### Routed metal per tile

38 x 38 tiles, from dark blue (low) to red (high), scaled to the fullest tile. Values are wire area over tile area, all layers added.
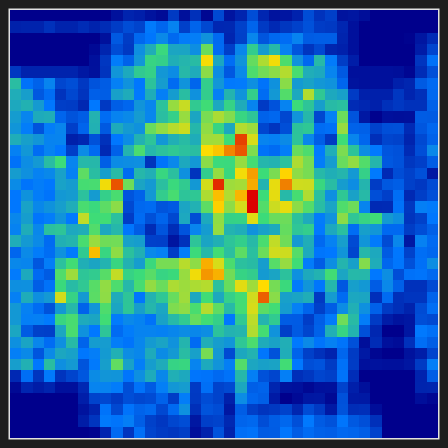
### Clock network drawn from the DEF

Bar = 50 um.
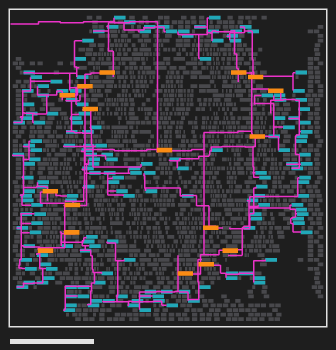
### Placed standard cells

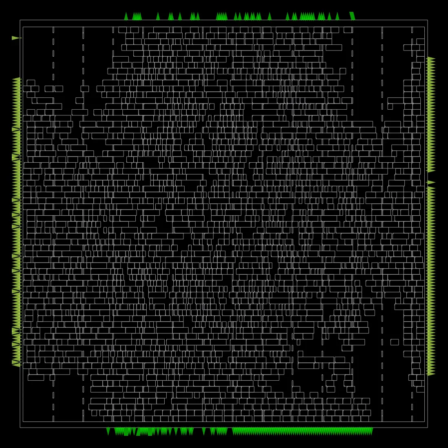
File: src/rtl/second_order_iir_notch_filter.sv
// Direct-form-I second-order IIR notch filter, one sample per clock.
// Full-precision accumulate, floor scaling, saturation to the state width and to WIDTH bits.
module second_order_iir_notch_filter #(
    parameter int WIDTH     = 16,
    parameter int COEF_W    = 16,
    parameter int COEF_FRAC = 14,
    parameter logic signed [COEF_W-1:0] B0 = COEF_W'(16384),
    parameter logic signed [COEF_W-1:0] B1 = COEF_W'(0),
    parameter logic signed [COEF_W-1:0] B2 = COEF_W'(16384),
    parameter logic signed [COEF_W-1:0] A1 = COEF_W'(0),
    parameter logic signed [COEF_W-1:0] A2 = COEF_W'(12288)
) (
    input  logic                        clk_i,
    input  logic                        reset_i,
    input  logic signed [WIDTH-1:0]     x_in_i,
    output logic signed [4*WIDTH-1:0]   y_out_o,
    output logic signed [WIDTH-1:0]     ntf_out_o,
    output logic signed [4*WIDTH-1:0]   x_prev1_o,
    output logic signed [4*WIDTH-1:0]   x_prev2_o,
    output logic signed [4*WIDTH-1:0]   y_prev1_o,
    output logic signed [4*WIDTH-1:0]   y_prev2_o
);

    localparam int YW    = 4 * WIDTH;
    localparam int ACC_W = YW + COEF_W + 3;

    // Coefficients sign-extended once so every product is formed at accumulator width.
    localparam logic signed [ACC_W-1:0] B0_E = ACC_W'(B0);
    localparam logic signed [ACC_W-1:0] B1_E = ACC_W'(B1);
    localparam logic signed [ACC_W-1:0] B2_E = ACC_W'(B2);
    localparam logic signed [ACC_W-1:0] A1_E = ACC_W'(A1);
    localparam logic signed [ACC_W-1:0] A2_E = ACC_W'(A2);

    localparam logic signed [ACC_W-1:0] Y_MAX =
        signed'({{(ACC_W-YW+1){1'b0}}, {(YW-1){1'b1}}});
    localparam logic signed [ACC_W-1:0] Y_MIN =
        signed'({{(ACC_W-YW+1){1'b1}}, {(YW-1){1'b0}}});
    localparam logic signed [YW-1:0] N_MAX =
        signed'({{(YW-WIDTH+1){1'b0}}, {(WIDTH-1){1'b1}}});
    localparam logic signed [YW-1:0] N_MIN =
        signed'({{(YW-WIDTH+1){1'b1}}, {(WIDTH-1){1'b0}}});

    logic signed [YW-1:0]    x_prev1;
    logic signed [YW-1:0]    x_prev2;
    logic signed [YW-1:0]    y_prev1;
    logic signed [YW-1:0]    y_prev2;
    logic signed [YW-1:0]    y_reg;
    logic signed [WIDTH-1:0] ntf_reg;

    logic signed [ACC_W-1:0] x0_e;
    logic signed [ACC_W-1:0] x1_e;
    logic signed [ACC_W-1:0] x2_e;
    logic signed [ACC_W-1:0] y1_e;
    logic signed [ACC_W-1:0] y2_e;
    logic signed [ACC_W-1:0] acc;
    logic signed [ACC_W-1:0] y_shift;
    logic signed [YW-1:0]    y_sat;
    logic signed [WIDTH-1:0] ntf_new;
    logic signed [YW-1:0]    x_in_ext;

    assign x_in_ext = YW'(x_in_i);
    assign x0_e     = ACC_W'(x_in_i);
    assign x1_e     = ACC_W'(x_prev1);
    assign x2_e     = ACC_W'(x_prev2);
    assign y1_e     = ACC_W'(y_prev1);
    assign y2_e     = ACC_W'(y_prev2);

    assign acc = B0_E * x0_e + B1_E * x1_e + B2_E * x2_e
               - A1_E * y1_e - A2_E * y2_e;

    // Arithmetic shift gives floor rounding (toward minus infinity).
    assign y_shift = acc >>> COEF_FRAC;

    always_comb begin
        y_sat = YW'(y_shift);
        if (y_shift > Y_MAX) begin
            y_sat = Y_MAX[YW-1:0];
        end else if (y_shift < Y_MIN) begin
            y_sat = Y_MIN[YW-1:0];
        end
    end

    always_comb begin
        ntf_new = WIDTH'(y_sat);
        if (y_sat > N_MAX) begin
            ntf_new = N_MAX[WIDTH-1:0];
        end else if (y_sat < N_MIN) begin
            ntf_new = N_MIN[WIDTH-1:0];
        end
    end

    always_ff @(posedge clk_i) begin
        if (!reset_i) begin
            x_prev1 <= '0;
            x_prev2 <= '0;
            y_prev1 <= '0;
            y_prev2 <= '0;
            y_reg   <= '0;
            ntf_reg <= '0;
        end else begin
            x_prev1 <= x_in_ext;
            x_prev2 <= x_prev1;
            y_prev1 <= y_sat;
            y_prev2 <= y_prev1;
            y_reg   <= y_sat;
            ntf_reg <= ntf_new;
        end
    end

    assign y_out_o   = y_reg;
    assign ntf_out_o = ntf_reg;
    assign x_prev1_o = x_prev1;
    assign x_prev2_o = x_prev2;
    assign y_prev1_o = y_prev1;
    assign y_prev2_o = y_prev2;

endmodule

File: config.mk
export PLATFORM = sky130hd
export DESIGN_NAME = second_order_iir_notch_filter
export DESIGN_NICKNAME = d
export VERILOG_FILES = /design/src/rtl/second_order_iir_notch_filter.sv
export SDC_FILE = /design/constraint.sdc
export NUM_CORES = 1
export LEC_CHECK = 0
export CORE_UTILIZATION = 50
export DETAILED_ROUTE_END_ITERATION = 10
export GPL_ROUTABILITY_DRIVEN = 0
export GPL_TIMING_DRIVEN = 1
export PLACE_DENSITY = 0.78
export SLEW_MARGIN = 20
export SYNTH_ARGS = -nofsm -noshare
export SYNTH_HDL_FRONTEND = slang
export SYNTH_SLANG_ARGS = --single-unit
File: constraint.sdc
create_clock -name clk_i -period 8.4 [get_ports clk_i]
set_clock_uncertainty 0.2 [all_clocks]
set_input_delay 1.68 -clock clk_i [delete_from_list [all_inputs] [get_ports clk_i]]
set_output_delay 1.68 -clock clk_i [all_outputs]
set_load 0.05 [all_outputs]
==> flow_summary.ini <==
; implementation run metrics
[routing]
via_per_inst = 6.00
wl_met3_um = 3950
vias = 16100
top_layer = met4

[status]
status = finished clean

[clock_tree]
cts_tree = done
cts.sink_count = 176
htree_levels = 4
cts_resized = 0

[global_routing]
grt_pass1_wl_um = 78700
busiest_layer = met2
grt_use_total_pct = 27.4
grt.met1_usage_pct = 35.5

[final_layout]
clkCellAreaFrac_pct = 2.92
seq-cell-share_pct = 16.8
fin_area_sq_um = 21000
n_clock_buffer = 17

[worst_hold_path]
min_to = x_prev2_o[3]
min_from = x_prev1_o[3]

[setup_path]
crit_type = reg -> reg
r2r-start = y_prev2_o[4]
worstPathArrival_ns = 8.17
ff2ff_path_depth = 27

[floorplanning]
chipArea_sq_um = 35400

[logic_synthesis]
synth_area_sq_um = 17300
ys_seq_share_pct = 20.3
flop_cell = dfxtp_1

[placed_design]
dp_worst_setup_slack_ns = 0.217

[timing]
finalSetupViolations = 0
fin_tns_setup_ns = 0
holdWs_ns = 0.261
relSlewSlack_pct = 44.5
Notes on 'Routed metal per tile' above:
nearly empty tiles: 8.8%
mean over tiles: 0.23
densest ninth of the die: centre

Notes on 'Clock network drawn from the DEF' above:
[cyan] flip-flops | count: 176
[orange] clock drivers | count: 17
[magenta] clock wires | length: 2,600 um
routed clock nets: 18

Notes on 'Placed standard cells' above:
core box area: 33,800 sq um
well tap count: 448
seq_cells: 176
final core utilization: 62.1%
Cell Rows: 67

[layout by cell type, fill, tap and decap left out, types with 9 or more instances in the layout]
cell type	instances
nor4_1	10
xnor2_1	55
and2_1	109
o211ai_1	11
a21boi_0	30
buf_4	42
a21oi_1	140
a21o_1	93
fa_1	66
and3_1	23
or3_1	9
ha_1	190
o2111ai_1	17
clkbuf_16	17
nand2_1	136
o21bai_1	13
o21ai_1	22
nand2b_1	16
o21ai_0	88
dfxtp_1	174
nand3_1	38
and4_1	9
clkdlybuf4s50_1	351
inv_1	48
xor2_1	47
nor2b_1	19
a211oi_1	17
nand4_1	31
nor3_1	35
o31ai_1	14
nor2_1	128
o21a_1	47
a31oi_1	13
